--- config.mk ---
export PLATFORM = sky130hd
export DESIGN_NAME = mux2_arb
export DESIGN_NICKNAME = d
export VERILOG_FILES = /design/src/rtl/mux2_arb.sv
export SDC_FILE = /design/constraint.sdc
export NUM_CORES = 1
export LEC_CHECK = 0
export CAP_MARGIN = 25
export CORE_AREA = 4 4 44 46
export CTS_CLUSTER_DIAMETER = 80
export DETAILED_ROUTE_END_ITERATION = 12
export DIE_AREA = 0 0 48 50
export GPL_TIMING_DRIVEN = 0
export PLACE_DENSITY = 0.78
export SLEW_MARGIN = 25
export SYNTH_ARGS = -nofsm -noshare
export SYNTH_HDL_FRONTEND = slang
export SYNTH_SLANG_ARGS = --single-unit
--- constraint.sdc ---
create_clock -name clk -period 3 [get_ports clk]
set_input_delay 0.45 -clock clk [delete_from_list [all_inputs] [get_ports clk]]
set_output_delay 0.45 -clock clk [all_outputs]
set_load 0.03 [all_outputs]
--- src/rtl/mux2_arb.sv ---
// Two-requester burst arbiter that owns the select of the 2:1 data mux and streams beats downstream.
// Define MUX2_ARB_RR_EN for round-robin arbitration; the default build uses fixed priority (req0 wins).
//
// state | meaning
// IDLE  | no grant; arbitrate pending requests
// G0    | requester 0 owns the path, j = 0
// G1    | requester 1 owns the path, j = 1
module mux2_arb #(
  parameter int W     = 8,
  parameter int BURST = 4
) (
  input  logic         clk,
  input  logic         rst_n,
  input  logic         req0,
  input  logic [W-1:0] i0,
  input  logic         req1,
  input  logic [W-1:0] i1,
  input  logic         o_rdy,
  output logic         gnt0,
  output logic         gnt1,
  output logic         ack0,
  output logic         ack1,
  output logic         j,
  output logic [W-1:0] o,
  output logic         o_vld
);

  localparam int CW = $clog2(BURST + 1);
  localparam logic [CW-1:0] CNT_LAST = CW'(BURST - 1);

  typedef enum logic [1:0] {
    IDLE = 2'b00,
    G0   = 2'b01,
    G1   = 2'b10
  } state_t;

  state_t        state_q, state_d;
  logic [CW-1:0] cnt_q, cnt_d;
  logic          j_q, j_d;
  logic          arb;
  logic          win1;

  // Arbitration result: win1 set means requester 1 takes the next grant.
`ifdef MUX2_ARB_RR_EN
  logic last_q, last_d;

  always_comb begin
    win1 = req1 & (~req0 | ~last_q);
  end

  always_comb begin
    last_d = last_q;
    if (state_d == G0) begin
      last_d = 1'b0;
    end else if (state_d == G1) begin
      last_d = 1'b1;
    end
  end

  always_ff @(posedge clk or negedge rst_n) begin
    if (!rst_n) begin
      last_q <= 1'b1;
    end else begin
      last_q <= last_d;
    end
  end
`else
  always_comb begin
    win1 = req1 & ~req0;
  end
`endif

  always_ff @(posedge clk or negedge rst_n) begin
    if (!rst_n) begin
      state_q <= IDLE;
      cnt_q   <= '0;
      j_q     <= 1'b0;
    end else begin
      state_q <= state_d;
      cnt_q   <= cnt_d;
      j_q     <= j_d;
    end
  end

  // A grant is released on its final acked beat or as soon as its requester withdraws;
  // the same edge arbitrates again so a handoff costs no idle cycle.
  always_comb begin
    arb     = 1'b0;
    state_d = state_q;
    case (state_q)
      IDLE:    arb = 1'b1;
      G0:      arb = ~req0 | (ack0 & (cnt_q == CNT_LAST));
      G1:      arb = ~req1 | (ack1 & (cnt_q == CNT_LAST));
      default: arb = 1'b1;
    endcase
    if (arb) begin
      if (req0 | req1) begin
        state_d = win1 ? G1 : G0;
      end else begin
        state_d = IDLE;
      end
    end
  end

  always_comb begin
    cnt_d = cnt_q;
    if (arb) begin
      cnt_d = '0;
    end else if (ack0 | ack1) begin
      cnt_d = cnt_q + CW'(1);
    end
  end

  // Select follows the owner; it holds its last value while idle.
  always_comb begin
    j_d = j_q;
    if (state_d == G1) begin
      j_d = 1'b1;
    end else if (state_d == G0) begin
      j_d = 1'b0;
    end
  end

  always_comb begin
    gnt0  = (state_q == G0);
    gnt1  = (state_q == G1);
    ack0  = gnt0 & req0 & o_rdy;
    ack1  = gnt1 & req1 & o_rdy;
    o_vld = (gnt0 & req0) | (gnt1 & req1);
    j     = j_q;
    o     = j_q ? i1 : i0;
  end

endmodule

Wiring by layer:
Scale: 8 px per µm. Only two layers are drawn.
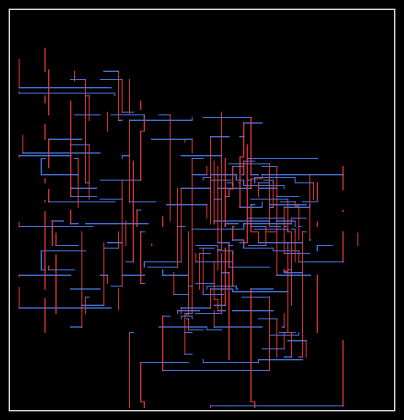
[met2] red | wire length: 620 µm
[met1] blue | wire length: 545 µm

Cell classes on the final placement:
Scale: 6 px per µm.
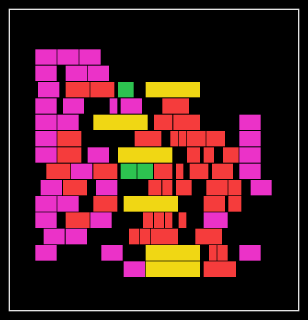
[all other logic] red | cells: 42
[flip-flops] yellow | cells: 6
[other buffers and delay cells] magenta | cells: 35
[cells driving clock nets] green | cells: 3

==> flow_summary.json <==
{
  "outcome": "finished, final reports clean",
  "place_congestion": 0.775,
  "cp-end-kind": "primary output",
  "max_freq_mhz": 399,
  "crit_chain": "clkdlybuf4s50_1, a22oi_1, inv_1, clkdlybuf4s50_1",
  "power_sequential_w": 0.000122,
  "ys_ff": 6,
  "switching_share_pct": 44.8,
  "drtPass1Iterations": 4,
  "ys_top_logic_family": "AND-OR/OR-AND gates",
  "fin_crit_ns": 2.51,
  "r2r_end": "j$_DFFE_PN0P_",
  "critPathMaxStageDelay_ns": 0.70,
  "cpMostUsedCell": "clkdlybuf4s50_1",
  "cts_htree_levels": 1,
  "area_delta_synth_final_pct": 72.3,
  "fp-utilization_pct": 34.2,
  "async_reset_ff_share_pct": 100,
  "wire_per_inst_um": 13.4,
  "pg_comb_w": 0.000474,
  "p_total_w": 0.000666,
  "reg2reg_from": "cnt_q[0]$_DFFE_PN0P_",
  "grt_usage_pct": 13.4,
  "sh_comb_area_pct": 36.9,
  "finalWorstSetupSlack_ns": 0.495,
  "avgSynthCellArea_um2": 10.3,
  "yosysTopAreaCellShare_pct": 29.1,
  "peakVddDrop_mv": 0.352,
  "layout.area.comb_um2": 328,
  "grt_pass1_wl_mm": 2.35,
  "slowest_stage": "clkdlybuf4s50_1",
  "cp-endpoint": "o_vld",
  "edf_count": 0,
  "slew_headroom_pct": 72.7,
  "logic_gates": 36,
  "start_kind": "input pin",
  "synthTopCellsByCount": "mux2_2, dfrtp_1, inv_1",
  "diodes": 0,
  "crit_required_ns": 2.55,
  "synthAdderAreaFrac_pct": 12.1,
  "bufAreaShareNonClock_pct": 38.9,
  "pre_cts_ws_ns": 0.486,
  "clock-sinks": 6,
  "nNonClkInverters": 6,
  "power.density_nw_per_um2": 750,
  "largest_cell_class": "buffers",
  "period_used_pct": 83.5,
  "place_inst": 99,
  "fin_nets": 114,
  "die_x_um": 48,
  "ctsResizeCount": 0,
  "row_count": 14,
  "nClkBuffers": 3,
  "crit_start": "req0",
  "drive_above_1_share_pct": 16.3,
  "ff2ff_path_depth": 7,
  "setup_violations": 0,
  "fin_skew_ns": 0.000727,
  "lay_top_count": "clkdlybuf4s50_1",
  "grt_overflow_total": 0,
  "cp_top_family": "buffers and inverters",
  "cp.depth": 4,
  "mux_area_share_pct": 19.7,
  "yosys_warnings": 0,
  "wl_met3_um": 187,
  "cts_tree": "built",
  "fp_nets": 76,
  "post-dp-hpwl_mm": 1.16,
  "power_leakage_nw": 0.385,
  "first_global_vias": 612,
  "wirelength_mm": 1.36,
  "maxCapViolCount": 0,
  "use_met2_pct": 21.1,
  "setup_tns_ns": 0,
  "combPwrFrac_pct": 71.1,
  "synth_top_cell_by_count": "mux2_2",
  "slew_viol_final": 0,
  "ys_area_um2": 515,
  "power-top-group": "combinational cells",
  "final-clk-cell-share_pct": 2.54,
  "pg_clk_w": 0.0000704,
  "io_pins": 35,
  "core_um2": 1510,
  "nWellTaps": 16,
  "top_layer": "met4",
  "synth_area_um2": 515,
  "crit_buf_inv": 3,
  "critPathKind": "in -> out",
  "die_height_um": 50,
  "antenna_left": 0,
  "final_cells": 102,
  "intPower_w": 0.000368,
  "hold_viol": 0,
  "worst_ep_arrival_time_ns": 2.06,
  "fin_util_pct": 59.0,
  "hold_ws_ns": 0.458,
  "synth_seq_share_pct": 29.1,
  "lay_top_cells": "clkdlybuf4s50_1, mux2_2, inv_1, dfrtp_1, ha_1",
  "use_met1_pct": 14.8,
  "insertion_delay_ns": 0.23,
  "chipArea_um2": 2400,
  "hold_buffers": 0,
  "stdcell_area_um2": 888,
  "n_fill_cell": 132,
  "seq_area_um2": 150,
  "hold_path_class": "in -> async",
  "switchingPower_w": 0.000299,
  "rsz0062_at_grt": "false",
  "postSynthCellCount": 50
}
No activity file was given, so power comes from the tool's default toggle rates.
